==> config.mk <==
export PLATFORM = sky130hd
export DESIGN_NAME = fetch_mem_unit
export DESIGN_NICKNAME = d
export VERILOG_FILES = /design/src/rtl/mips_pkg.sv /design/src/rtl/mem_handshake.sv /design/src/rtl/fetch_mem_unit.sv
export SDC_FILE = /design/constraint.sdc
export NUM_CORES = 1
export LEC_CHECK = 0
export ABC_AREA = 1
export CAP_MARGIN = 20
export CORE_AREA = 2 2 123 125
export DETAILED_ROUTE_END_ITERATION = 10
export DIE_AREA = 0 0 125 127
export PLACE_DENSITY = 0.82
export SLEW_MARGIN = 20
export SYNTH_ARGS = -nofsm -noshare
export SYNTH_HDL_FRONTEND = slang
export SYNTH_SLANG_ARGS = --single-unit
==> constraint.sdc <==
create_clock -name clk -period 2.3 [get_ports clk]
set_input_delay 0.575 -clock clk [delete_from_list [all_inputs] [get_ports clk]]
set_output_delay 0.575 -clock clk [all_outputs]
set_load 0.03 [all_outputs]
==> src/rtl/mips_pkg.sv <==
// Shared definitions for the multicycle MIPS front end: next-PC encodings,
// instruction field positions and handshake FSM states.
package mips_pkg;

    typedef enum logic [1:0] {
        PC_ALU    = 2'b00,
        PC_ALUOUT = 2'b01,
        PC_JUMP   = 2'b10,
        PC_HOLD   = 2'b11
    } pcsrc_e;

    typedef enum logic {
        HS_IDLE = 1'b0,
        HS_BUSY = 1'b1
    } hs_state_e;

    localparam int OP_MSB    = 31;
    localparam int OP_LSB    = 26;
    localparam int FUNCT_MSB = 5;
    localparam int FUNCT_LSB = 0;

    localparam logic [31:0] RESET_PC_DEFAULT = 32'h0000_0000;

    // J-type target keeps the current 256MB region of the PC
    function automatic logic [31:0] jump_target(input logic [31:0] pc, input logic [31:0] instr);
        return {pc[31:28], instr[25:0], 2'b00};
    endfunction

endpackage

==> src/rtl/mem_handshake.sv <==
// Memory access sequencer: tracks one outstanding request, counts wait states,
// freezes the controller via stall and aborts with bus_err after TIMEOUT cycles.
module mem_handshake
    import mips_pkg::*;
#(
    parameter int TIMEOUT = 255
) (
    input  logic clk,
    input  logic reset,
    input  logic req,
    input  logic mem_ready,
    output logic mem_req,
    output logic stall,
    output logic bus_err,
    output logic complete,
    output logic abort
);

    localparam logic [7:0] TO = 8'(TIMEOUT);

    hs_state_e  state;
    logic [7:0] cnt;
    logic [7:0] cnt_nxt;
    logic       pend;

    // Outputs are gated by reset so an access vanishes the moment reset asserts
    assign pend     = reset & ((state == HS_BUSY) | req);
    assign cnt_nxt  = (state == HS_BUSY) ? cnt + 8'd1 : 8'd1;
    assign abort    = pend & ~mem_ready & (cnt_nxt == TO);
    assign complete = pend & mem_ready;
    assign stall    = pend & ~mem_ready & ~abort;
    assign bus_err  = abort;
    assign mem_req  = pend;

    always_ff @(posedge clk or negedge reset) begin
        if (!reset) begin
            state <= HS_IDLE;
            cnt   <= 8'd0;
        end else if (complete || abort) begin
            state <= HS_IDLE;
            cnt   <= 8'd0;
        end else if (pend) begin
            state <= HS_BUSY;
            cnt   <= cnt_nxt;
        end
    end

endmodule

==> src/rtl/fetch_mem_unit.sv <==
// Multicycle MIPS front end: PC/IR/MDR registers, memory address mux and
// next-PC selection, with the memory handshake delegated to mem_handshake.
module fetch_mem_unit
    import mips_pkg::*;
#(
    parameter logic [31:0] RESET_PC = RESET_PC_DEFAULT,
    parameter int          TIMEOUT  = 255
) (
    input  logic        clk,
    input  logic        reset,
    input  logic        pcen,
    input  logic [1:0]  pcsrc,
    input  logic        irwrite,
    input  logic        iord,
    input  logic        memrd,
    input  logic        memwrite,
    input  logic [31:0] aluresult,
    input  logic [31:0] aluout,
    input  logic [31:0] writedata,
    input  logic [31:0] mem_rdata,
    input  logic        mem_ready,
    output logic [31:0] mem_addr,
    output logic [31:0] mem_wdata,
    output logic        mem_req,
    output logic        mem_we,
    output logic [31:0] pc,
    output logic [31:0] instr,
    output logic [5:0]  op,
    output logic [5:0]  funct,
    output logic [31:0] data,
    output logic        stall,
    output logic        bus_err
);

    logic        complete;
    logic        abort;
    logic [31:0] next_pc;

    mem_handshake #(.TIMEOUT(TIMEOUT)) u_hs (
        .clk       (clk),
        .reset     (reset),
        .req       (irwrite | memrd | memwrite),
        .mem_ready (mem_ready),
        .mem_req   (mem_req),
        .stall     (stall),
        .bus_err   (bus_err),
        .complete  (complete),
        .abort     (abort)
    );

    assign mem_addr  = iord ? aluout : pc;
    assign mem_wdata = writedata;
    assign mem_we    = memwrite & mem_req;
    assign op        = instr[OP_MSB:OP_LSB];
    assign funct     = instr[FUNCT_MSB:FUNCT_LSB];

    always_comb begin
        next_pc = pc;
        case (pcsrc_e'(pcsrc))
            PC_ALU:    next_pc = aluresult;
            PC_ALUOUT: next_pc = aluout;
            PC_JUMP:   next_pc = jump_target(pc, instr);
            PC_HOLD:   next_pc = pc;
            default:   next_pc = pc;
        endcase
    end

    // PC only moves on a cycle the controller is actually allowed to advance
    always_ff @(posedge clk or negedge reset) begin
        if (!reset) begin
            pc    <= RESET_PC;
            instr <= 32'd0;
            data  <= 32'd0;
        end else begin
            if (pcen && !stall && !abort)
                pc <= next_pc;
            if (complete && irwrite)
                instr <= mem_rdata;
            if (complete && (irwrite || memrd))
                data <= mem_rdata;
        end
    end

endmodule

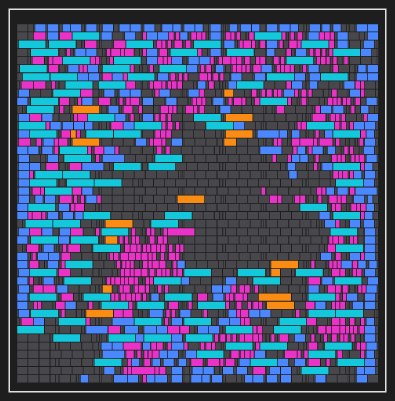
Run 1: cells coloured by class
Drawn at 3 px/um. Fill, decap, tap and diode cells in grey.
[magenta] combinational and other logic | cells: 492 | share of their area: 31%
[cyan] sequential cells | cells: 105 | share of their area: 32%
[orange] clock drivers and dummy loads | cells: 16 | share of their area: 3.7%
[blue] remaining buffers and delay cells | cells: 277 | share of their area: 33%
CORE AREA: 0.01442 mm^2
Core Util, Final: 58.86%
Std-Cell Rows: 44
Seq/total area: 30.95%
design area: 0.008489 mm^2

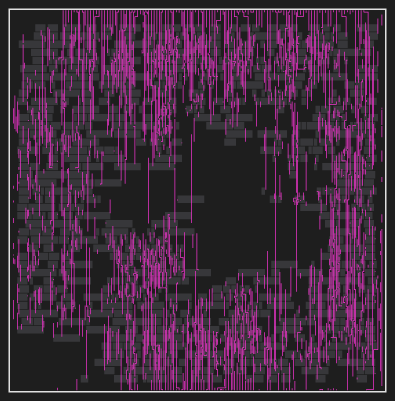
Run 1: the metal 2 layer
Drawn at 3 px/um. Cells faint in the background.
nets with wire on the layer: 864
main direction: vertical
routed via count: 5,338
grt met2 use: 35.55%
final WL: 17.88 mm

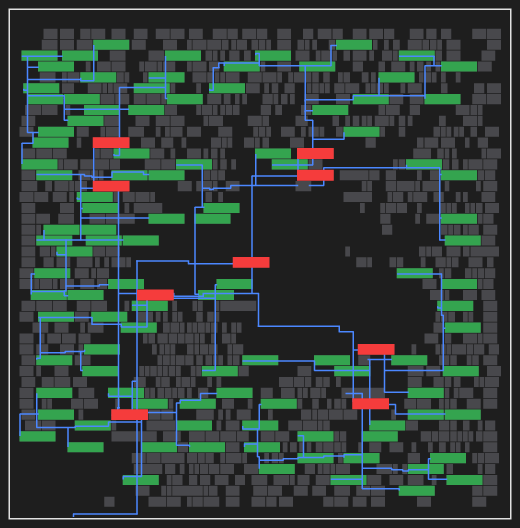
Run 1: clock network drawn from the DEF
Drawn at 4 px/um.
[red] clock drivers | count: 9
[blue] clock wires | length: 1,420 um
[green] flip-flops | count: 105
flops lie: spread over the die
skew final: 0.007669 ns
clock power share: 24.2%
clock group power: 1.62 mW

run 1: cell type report:
type | instances | area [um^2]
Multi-Input combinational cell | 402 | 2256
Timing Repair Buffer | 277 | 2724
Sequential cell | 105 | 2628
Fill cell | 1275 | 5934
Clock inverter | 7 | 83.83
Antenna cell | 1 | 2.502
Tap cell | 184 | 230.2
Inverter | 90 | 340.3
Clock buffer | 9 | 225.2
run 1: worst min-delay path by stage:
stage	to	cells after the start
2_1_floorplan	data[0]$_DFFE_PN0P_	0
3_3_place_gp	data[31]$_DFFE_PN0P_	2
3_5_place_dp	u_hs.cnt[6]$_DFFE_PN0P_	2
4_1_cts	data[7]$_DFFE_PN0P_	2
5_1_grt	data[6]$_DFFE_PN0P_	2
6_report	data[10]$_DFFE_PN0P_	2
run 1: per-layer routing:
layer / global-route usage, % / vias to the layer above / part of all wire, %
met5: 0 / - / 0
met4: 9.673 / 0 / 2.7
met3: 4.774 / 37 / 7.1
met2: 35.55 / 225 / 48
met1: 28.77 / 2532 / 42
li1: - / 2544 / -
run 1: what timing repair did:
action	4_1_cts	5_1_grt
hold endpoints to repair	0	0
setup buffers	1	0
setup endpoints to repair	3	3
pin swaps	1	5
hold buffers	0	0
gates resized	6	14
run 1: flip-flops by register name, summed over array words and instances (netlist names):
name and count:
data 32, instr 32, pc 32, u_hs.cnt 8, u_hs.state 1
run 1: layout by cell type (no fill, tap or decap), drive strengths merged:
master and n:
nand2 174, o211ai 27, inv 91, o21bai 1, nand3 48, nor3 1, a31oi 1, bufinv 1
and2 1, o21ai 97, dlymetal6s2s 3, dfrtp 105, nand4 1, nor2 14, clkinv 5, clkbuf 9
ha 4, diode 1, mux2 31, buf 66, o21a 1, a21oi 1, clkdlybuf4s50 208
==> results.json, run 1 <==
{
  "topCellsByArea": "dfrtp_1, nand2_1, mux2_2",
  "grt.total_usage_pct": 22.04,
  "topCombFamilyByArea": "simple AND/OR/NAND/NOR gates",
  "yosys_cells": 676,
  "grt_pass1_vias": 5227,
  "ys_sh_aoi_pct": 14.68,
  "die_y_um": 127,
  "yosysUniqueCellTypes": 26,
  "intPower_mw": 4.169,
  "cp-start-kind": "flip-flop",
  "setup_violations": 2,
  "hold_slack_ns": 0.3272,
  "cts_tree": "built",
  "ant_nets": 0,
  "rr_endpoint": "instr[21]$_DFFE_PN0P_",
  "portBuffers": 249,
  "slew_headroom_pct": 61.56,
  "dr.pass1.iters": 5,
  "leakagePower_nw": 3.816,
  "drv_slew": 0,
  "vias_per_cell": 4.966,
  "netlist_area_mm2": 0.005736,
  "most_common_cell": "nand2_1",
  "grt.overflow.total": 0,
  "startpoint": "u_hs.cnt[1]$_DFFE_PN0P_",
  "numCtsBuffers": 9,
  "drt_iter0_drc": 289,
  "worstPathRequired_ns": 1.73,
  "ir_worst_vdd_mv": 0.5599,
  "ys_async_sr_fraction_pct": 100.0,
  "pwr-share-comb_pct": 41.0,
  "critPathKind": "reg2out",
  "rsz0062_at_grt": "true",
  "cp_cell_sequence": "ha_4 > nand2_2 > inv_2 > nand2_2 > nor2_1 > nand3_1 > nor2_2 > nand2_2 > nor2_2 > buf_6",
  "drv_cap": 0,
  "final_cells": 1075,
  "reg2reg_depth": 8,
  "layout_setup_ws_ns": -0.1487,
  "cts-htree-levels": 3,
  "hold_viol": 0,
  "clk_pin_slew_ns": 0.07,
  "edf_count": 0,
  "combinationalPower_mw": 2.75,
  "ys_seq_share_pct": 45.81,
  "pg_seq_mw": 2.34,
  "synth.area.mux_share_pct": 6.086,
  "dpl_cell_area_mm2": 0.008114,
  "hold_class": "in2async",
  "post-place-ws_ns": -0.02207,
  "p_switching_mw": 2.544,
  "endpoint": "bus_err",
  "period_used_pct": 106.5,
  "synth_nets": 818,
  "r2r_start": "u_hs.state$_DFFE_PN0P_",
  "xor_area_share_pct": 0,
  "clockRootBuffer": "clkbuf_16",
  "fp.dieArea_mm2": 0.01588,
  "place.gp.congestion": 0.8931,
  "violations": "setup timing",
  "powerDensity_mw_per_mm2": 790.7,
  "ff_type": "dfrtp_1",
  "synth-adder-area-share_pct": 0.8726,
  "tool_warnings": 32,
  "place_inst": 1057,
  "drcViolationCount": 0,
  "fin_crit_ns": 2.449,
  "nets": 1027,
  "power.group.top": "combinational logic",
  "status": "finished with violations",
  "finalSetupTns_ns": -0.2626,
  "ctsLongestPathBuffers": 2,
  "clk_latency_ns": 0.35,
  "crit_path_max_fanout": 3,
  "worstMarginPinSlew_ns": 0.5765,
  "fmax_mhz": 408.4,
  "yosysTopAreaCell": "dfrtp_1",
  "cp_top_family": "simple AND/OR/NAND/NOR gates",
  "cp-end-kind": "primary output",
  "top_area_share_pct": 45.81,
  "swShare_pct": 37.89,
  "fp.dieW_um": 125,
  "cp.depth": 10,
  "ys_area_mm2": 0.005736,
  "syn_inst": 676,
  "synth_flops": 105,
  "worstPathBufferInverterCount": 2,
  "cp.arrival_ns": 1.87,
  "fp_util_pct": 39.76,
  "cpPeakStageDelay_ns": 0.42,
  "grt_start_max_net_pins": 107,
  "grt_pass1_wl_mm": 27.81,
  "layout-drive-gt1-share_pct": 18.20,
  "ios": 314,
  "antenna_found_initial": 1,
  "power_frac_seq_pct": 34.8,
  "synthTopCellsByCount": "nand2_1, dfrtp_1, inv_1, o21ai_0, nand3_1",
  "synthSimpleGateAreaFrac_pct": 17.04,
  "area.growth.synth_to_final_pct": 48.01,
  "dp_hpwl_mm": 13.48,
  "wl_per_cell_um": 16.64,
  "cts.sinks": 105,
  "cpMostUsedCell": "nand2_2",
  "crit_slowest_cell": "dfrtp_1",
  "power_mw": 6.713,
  "rrSetupSlack_ns": 0.59,
  "post_synth.cell_area_avg_um2": 8.484,
  "yosysWarningCount": 0
}
Run 1, the clock network:
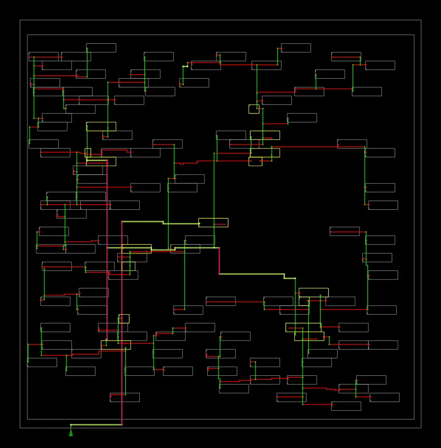

==> inputs of run 2 (changes only) <==
--- a/config.mk
+++ b/config.mk
@@ -10,7 +10,7 @@
 export CORE_AREA = 2 2 123 125
 export DETAILED_ROUTE_END_ITERATION = 10
 export DIE_AREA = 0 0 125 127
-export PLACE_DENSITY = 0.82
+export PLACE_DENSITY = 0.83
 export SLEW_MARGIN = 20
 export SYNTH_ARGS = -nofsm -noshare
 export SYNTH_HDL_FRONTEND = slang
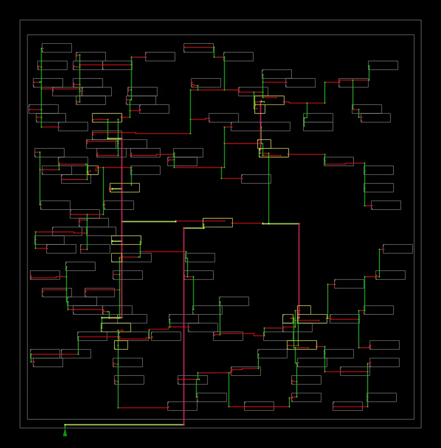
Run 2: the clock network
# clock sinks: 105
Flops: 105
Skew-Pair Late Insertion Delay: 0.35 ns
clock group power: 1.57 mW

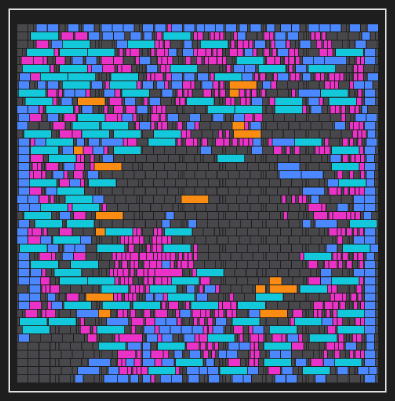
Run 2: cells coloured by class
Drawn at 3 px/um. Fill, decap, tap and diode cells in grey.
[cyan] sequential cells | cells: 105 | share of their area: 32%
[blue] remaining buffers and delay cells | cells: 278 | share of their area: 34%
[magenta] combinational and other logic | cells: 492 | share of their area: 31%
[orange] clock drivers and dummy loads | cells: 16 | share of their area: 3.5%

==> run 2 against run 1 <==
  * The run still ends with setup timing left
  * Sequential share of layout area shrank 0.20 points
  * Synthesized cell count unchanged
  * Clock power fell by 3%
  * Clock skew about the same
  * First-iteration DRC count shrank 2.4%
  * Critical endpoint is now stall
==> results.json, run 2 <==
{
  "status": "finished with violations",
  "violations": "setup timing",
  "edf_count": 0,
  "worstPathRequired_ns": 1.73,
  "syn_inst": 676,
  "met1_length_mm": 7.745,
  "top_area_share_pct": 45.81,
  "cp-end-kind": "primary output",
  "vias_per_cell": 4.949,
  "powerDensity_mw_per_mm2": 783.9,
  "clk_pin_slew_ns": 0.08,
  "grt_start_max_net_pins": 107,
  "worstMarginPinSlew_ns": 0.5872,
  "grt_pass1_vias": 5181,
  "antenna_found_initial": 1,
  "leakagePower_nw": 3.826,
  "final_common_cell": "clkdlybuf4s50_1",
  "numCtsBuffers": 9,
  "reg2reg_depth": 7,
  "yosysTopAreaCell": "dfrtp_1",
  "cp-start-kind": "flip-flop",
  "topCellsByArea": "dfrtp_1, nand2_1, mux2_2",
  "yosys_cells": 676,
  "grt_use_met3_pct": 5.528,
  "drv_cap": 0,
  "drv_slew": 0,
  "fp_util_pct": 39.76,
  "ir_worst_vdd_mv": 0.5159,
  "cp_top_family": "simple AND/OR/NAND/NOR gates",
  "largestRegisters": "data: 32 flops, instr: 32 flops, pc: 32 flops",
  "grt_use_met1_pct": 29.42,
  "rows": 44,
  "synth-adder-area-share_pct": 0.8726,
  "synthSimpleGateAreaFrac_pct": 17.04,
  "ant_nets": 0,
  "grt_pass1_wl_mm": 28.39,
  "grt.busiest_layer": "met2",
  "cts_setup_buffers": 3,
  "yosysWarningCount": 0,
  "fin_skew_ns": 0.007743,
  "cts-htree-levels": 3,
  "fp.dieW_um": 125,
  "cts_tree": "built",
  "wl_per_cell_um": 17.07,
  "grt.total_usage_pct": 22.80,
  "synthTopCellsByCount": "nand2_1, dfrtp_1, inv_1, o21ai_0, nand3_1",
  "most_common_cell": "nand2_1",
  "place_inst": 1054,
  "dr.pass1.iters": 5,
  "cp.arrival_ns": 1.87,
  "slew_headroom_pct": 60.85,
  "topCombFamilyByArea": "simple AND/OR/NAND/NOR gates",
  "tool_warnings": 32,
  "fin_crit_ns": 2.443,
  "nets": 1028,
  "rsz0062_at_grt": "true",
  "met3_length_mm": 1.333,
  "ys_sh_aoi_pct": 14.68,
  "ys_area_mm2": 0.005736,
  "period_used_pct": 106.2,
  "netlist_area_mm2": 0.005736,
  "ctsLongestPathBuffers": 2,
  "xor_area_share_pct": 0,
  "fillers": 1260,
  "synth_flops": 105,
  "ys_seq_share_pct": 45.81,
  "lay_top_cells": "clkdlybuf4s50_1, nand2_1, dfrtp_1, inv_1, o21ai_0",
  "ctsResizeCount": 6,
  "hold_class": "in2async",
  "cpPeakStageDelay_ns": 0.42,
  "synth_nets": 818,
  "fmax_mhz": 409.4,
  "top_layer_used": "met4",
  "cp_cell_sequence": "ha_4 > nand2_2 > inv_2 > nand2_2 > nor2_2 > nand3_1 > nor2_2 > nand2_2 > nand2_2 > inv_2 > buf_6",
  "ff_type": "dfrtp_1",
  "fp.dieArea_mm2": 0.01588,
  "layout-drive-gt1-share_pct": 18.29,
  "post_synth.cell_area_avg_um2": 8.484,
  "dp_hpwl_mm": 13.63,
  "cts_hold_buf": 0,
  "cp.depth": 11,
  "worstPathBufferInverterCount": 3,
  "area.growth.synth_to_final_pct": 48.97,
  "final_cells": 1076,
  "cpMostUsedCell": "nand2_2",
  "yosysUniqueCellTypes": 26,
  "drcViolationCount": 0,
  "route.met2.wl_mm": 8.808,
  "place.gp.congestion": 0.8545,
  "die_y_um": 127,
  "drt_iter0_drc": 282,
  "core-area_mm2": 0.01442,
  "portBuffers": 249,
  "setup_violations": 2,
  "critPathKind": "reg2out",
  "layout_setup_ws_ns": -0.1428,
  "hold_viol": 0,
  "ys_async_sr_fraction_pct": 100.0,
  "grt.overflow.total": 0,
  "clockRootBuffer": "clkbuf_16",
  "crit_slowest_cell": "dfrtp_1",
  "ios": 314,
  "power_mw": 6.698,
  "crit_path_max_fanout": 3,
  "synth.area.mux_share_pct": 6.086
}
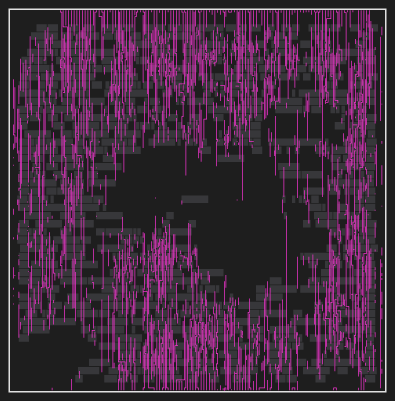
Run 2: the metal 2 layer
Drawn at 3 px/um. Cells faint in the background.
main direction: vertical
share of all routed wire: 48%
wire length on this layer: 8,810 um
nets with wire on the layer: 874
longest straight run: 71.1 um
grt met2 use: 37.08%
final WL: 18.37 mm
routed via count: 5,325

run 2: cell counts after synthesis:
Identical to the previous run, type by type.
run 2: area by class of cell:
type	instances	area [um^2]	share of cell area [%]
Inverter	90	340.3	3.983
Antenna cell	1	2.502	0.02929
Sequential cell	105	2628	30.75
Clock buffer	9	225.2	2.636
Tap cell	184	230.2	2.694
Clock inverter	7	68.82	0.8054
Timing Repair Buffer	278	2791	32.67
Multi-Input combinational cell	402	2258	26.43
run 2: per-stage QoR:
step	TNS (ns)	setup slack, ns	instance area, um^2	hold WS [ns]	util [%]
floorplan	0	0.02223	5736	0.2794	-
global placement	-0.0001346	-0.0001346	8154	0.4827	56.53
detailed placement	-0.08720	-0.03296	8154	0.4907	56.53
CTS	-0.3396	-0.1710	8493	0.3488	58.88
global route	-0.5389	-0.2741	8544	0.3768	59.24
finish	-0.2852	-0.1428	8544	0.3293	59.24
run 2: final timing paths:
check	to	slack (ns)	from
worst max-delay path	stall	-0.14	u_hs.cnt[1]$_DFFE_PN0P_
worst min-delay path	instr[1]$_DFFE_PN0P_	0.33	reset
worst max register to register	pc[28]$_DFFE_PN0P_	0.37	u_hs.state$_DFFE_PN0P_
worst min register to register	data[3]$_DFFE_PN0P_	0.51	data[3]$_DFFE_PN0P_
max in group asynchronous	pc[26]$_DFFE_PN0P_	1.54	reset
min in group clk	data[3]$_DFFE_PN0P_	0.51	data[3]$_DFFE_PN0P_
run 2: cells by family after synthesis:
| family | count (synthesis) |
|---|---|
| compound gates | 128 |
| buf+inv | 169 |
| fa+ha+maj | 4 |
| mux | 31 |
| simple gates | 239 |
| flops | 105 |
run 2: power by group:
part / switching (mW) / internal (mW) / total [mW]
logic: 1.62 / 1.17 / 2.79
clock network: 0.798 / 0.772 / 1.57
registers: 0.189 / 2.15 / 2.34
Power figures rest on the tool's default switching activity, not on a simulated workload.
